==> src/rtl/rcon_if.sv <==
// rcon_if: control strobes and constant outputs between the key-expansion controller and rcon_seq
interface rcon_if #(
    parameter int WORD_W = 32
);
    logic              start;
    logic [1:0]        mode;
    logic              dir;
    logic              next;
    logic [WORD_W-1:0] rcon_out;
    logic [3:0]        round_out;
    logic              rcon_valid;
    logic              last;
    logic              done;
    logic              err;

    modport master (
        output start, mode, dir, next,
        input  rcon_out, round_out, rcon_valid, last, done, err
    );

    modport slave (
        input  start, mode, dir, next,
        output rcon_out, round_out, rcon_valid, last, done, err
    );
endinterface

==> src/rtl/rcon_seq.sv <==
// rcon_seq: iterative AES round-constant generator, GF(2^8) doubling forward and halving reverse
module rcon_seq #(
    parameter int         WORD_W   = 32,
    parameter int         BYTE_POS = WORD_W / 8 - 1,
    parameter logic [7:0] POLY     = 8'h1B
) (
    input logic   clk,
    input logic   rst_n,
    rcon_if.slave bus
);
    typedef enum logic {IDLE, ACTIVE} state_t;

    state_t     state_q, state_d;
    logic [7:0] rc_q, rc_d, rc_init, rc_dbl, rc_half;
    logic [3:0] round_q, round_d, nrounds_q, nrounds_d, nr_sel;
    logic       dir_q, dir_d, done_q, done_d, err_q, err_d, last;

    always_comb begin
        nr_sel    = bus.mode == 2'b00 ? 4'd10 : bus.mode == 2'b01 ? 4'd8 : 4'd7;
        rc_init   = !bus.dir ? 8'h01 : bus.mode == 2'b00 ? 8'h36 : bus.mode == 2'b01 ? 8'h80 : 8'h40;
        rc_dbl    = {rc_q[6:0], 1'b0} ^ (rc_q[7] ? POLY : 8'h00);
        rc_half   = rc_q[0] ? (((rc_q ^ POLY) >> 1) | 8'h80) : rc_q >> 1;
        last      = state_q == ACTIVE && round_q == (dir_q ? 4'd1 : nrounds_q);
        state_d   = state_q;
        rc_d      = rc_q;
        round_d   = round_q;
        nrounds_d = nrounds_q;
        dir_d     = dir_q;
        done_d    = 1'b0;
        err_d     = 1'b0;
        // a reserved-mode start freezes everything, including a concurrent next
        if (bus.start && bus.mode == 2'b11) begin
            err_d = 1'b1;
        end else if (bus.start) begin
            state_d   = ACTIVE;
            nrounds_d = nr_sel;
            dir_d     = bus.dir;
            rc_d      = rc_init;
            round_d   = bus.dir ? nr_sel : 4'd1;
        end else if (state_q == ACTIVE && bus.next) begin
            state_d = last ? IDLE : ACTIVE;
            done_d  = last;
            rc_d    = last ? 8'h00 : dir_q ? rc_half : rc_dbl;
            round_d = last ? 4'd0 : dir_q ? round_q - 4'd1 : round_q + 4'd1;
        end
    end

    always_ff @(posedge clk or negedge rst_n) begin
        if (!rst_n) begin
            state_q   <= IDLE;
            rc_q      <= 8'h00;
            round_q   <= 4'd0;
            nrounds_q <= 4'd0;
            dir_q     <= 1'b0;
            done_q    <= 1'b0;
            err_q     <= 1'b0;
        end else begin
            state_q   <= state_d;
            rc_q      <= rc_d;
            round_q   <= round_d;
            nrounds_q <= nrounds_d;
            dir_q     <= dir_d;
            done_q    <= done_d;
            err_q     <= err_d;
        end
    end

    // rc and round are cleared whenever the sequencer leaves ACTIVE, so idle outputs read as zero
    assign bus.rcon_out   = WORD_W'(rc_q) << (8 * BYTE_POS);
    assign bus.round_out  = round_q;
    assign bus.rcon_valid = state_q == ACTIVE;
    assign bus.last       = last;
    assign bus.done       = done_q;
    assign bus.err        = err_q;
endmodule

==> src/flat_wrapper.sv <==
// flat-port wrapper written by rule: the top's interface ports become plain ports
module rcon_seq_flat 
#(
    parameter int         WORD_W   = 32,
    parameter int         BYTE_POS = WORD_W / 8 - 1,
    parameter logic [7:0] POLY     = 8'h1B
)
  (clk, rst_n, bus_start, bus_mode, bus_dir, bus_next, bus_rcon_out, bus_round_out, bus_rcon_valid, bus_last, bus_done, bus_err);
  rcon_if #(.WORD_W(WORD_W)) bus_i ();
  input logic clk;
  input logic rst_n;
  input wire logic [$bits(bus_i.start)-1:0] bus_start;
  input wire logic [$bits(bus_i.mode)-1:0] bus_mode;
  input wire logic [$bits(bus_i.dir)-1:0] bus_dir;
  input wire logic [$bits(bus_i.next)-1:0] bus_next;
  output wire logic [$bits(bus_i.rcon_out)-1:0] bus_rcon_out;
  output wire logic [$bits(bus_i.round_out)-1:0] bus_round_out;
  output wire logic [$bits(bus_i.rcon_valid)-1:0] bus_rcon_valid;
  output wire logic [$bits(bus_i.last)-1:0] bus_last;
  output wire logic [$bits(bus_i.done)-1:0] bus_done;
  output wire logic [$bits(bus_i.err)-1:0] bus_err;
  assign bus_i.start = bus_start;
  assign bus_i.mode = bus_mode;
  assign bus_i.dir = bus_dir;
  assign bus_i.next = bus_next;
  assign bus_rcon_out = bus_i.rcon_out;
  assign bus_round_out = bus_i.round_out;
  assign bus_rcon_valid = bus_i.rcon_valid;
  assign bus_last = bus_i.last;
  assign bus_done = bus_i.done;
  assign bus_err = bus_i.err;
  rcon_seq #(.WORD_W(WORD_W), .BYTE_POS(BYTE_POS), .POLY(POLY)) u_core (.clk(clk), .rst_n(rst_n), .bus(bus_i));
endmodule
==> config.mk <==
export PLATFORM = sky130hd
export DESIGN_NAME = rcon_seq_flat
export DESIGN_NICKNAME = d
export VERILOG_FILES = /design/src/rtl/rcon_if.sv /design/src/rtl/rcon_seq.sv /design/src/flat_wrapper.sv
export SDC_FILE = /design/constraint.sdc
export NUM_CORES = 1
export LEC_CHECK = 0
export CAP_MARGIN = 10
export CORE_MARGIN = 2
export CORE_UTILIZATION = 40
export DETAILED_ROUTE_END_ITERATION = 8
export PLACE_DENSITY = 0.71
export SLEW_MARGIN = 20
export SYNTH_ARGS = -nofsm -noshare
export SYNTH_HDL_FRONTEND = slang
export SYNTH_SLANG_ARGS = --single-unit
==> constraint.sdc <==
create_clock -name clk -period 4.5 [get_ports clk]
set_input_delay 0.45 -clock clk [delete_from_list [all_inputs] [get_ports clk]]
set_output_delay 0.45 -clock clk [all_outputs]
set_load 0.02 [all_outputs]
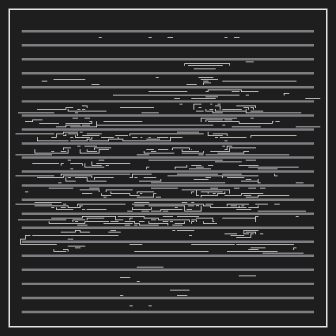
**Above:** the metal 1 layer.
Supply wires on this layer in grey.
The layer carries 1,140 um of wire. The layer holds 45% of the routed length.
GR Util met1: 0.200
vias: 963

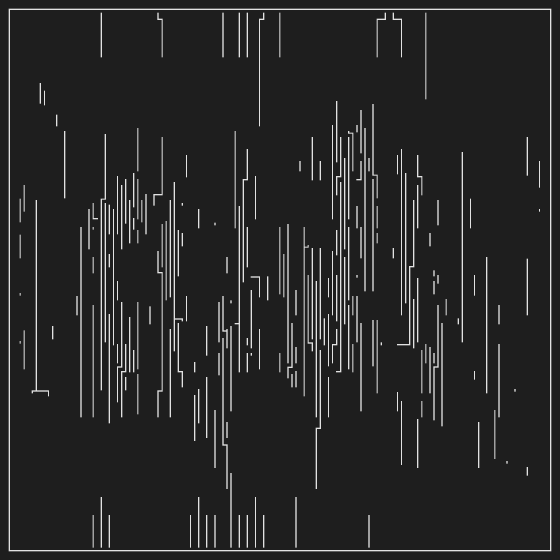
**Above:** the metal 2 layer.
The wires run mostly vertical. The layer holds 48% of the routed length.
met2 Use GR: 0.245
final WL: 2550 um

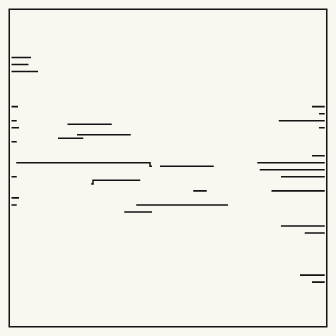
**Above:** metal 3.
The layer holds 7.4% of the routed length. 30 nets have wire on it.

==> flow_metrics.tcl <==
# flow metrics
set metrics [dict create \
    status "completed" \
    reg2reg_to "u_core.bus.round_out[3]$_DFFE_PN0P_" \
    final-comb-area_um2 681 \
    rsz0062_at_grt "false" \
    dpl.hpwl_um 1880 \
    pg_seq_uw 284 \
    synth-simple-area-share 0.136 \
    nets 173 \
    p_comb_frac 0.493 \
    cts_buffers 3 \
    seq-cell-share 0.321 \
    dr_wl_met3_um 187 \
    fmax_mhz 346 \
    mux_share 0.0420 \
    synth.area.top_cells "dfrtp_1, buf_4, xnor2_1, a21oi_1, o21ai_0" \
    worst_path_dominant_cell_family "buffers and inverters" \
    worstPathRequired_ps 4050 \
    yosysTopAreaCell "dfrtp_1" \
    pwr-share-seq 0.388 \
    path_class "reg2out" \
    antenna_found_initial 0 \
    drc_errors 0 \
    tns_ps 0 \
    worstPathCellList "mux2_4 > o32ai_4 > nand3_1 > inv_1 > clkdlybuf4s50_1" \
    busiest_layer "met2" \
    clk_pin_slew_worst_paths_ps 110 \
    ys_cells 143 \
    cp-startpoint "u_core.dir_q$_DFFE_PN0P_" \
    reg2reg_depth 6 \
]
Power figures rest on the tool's default switching activity, not on a simulated workload.
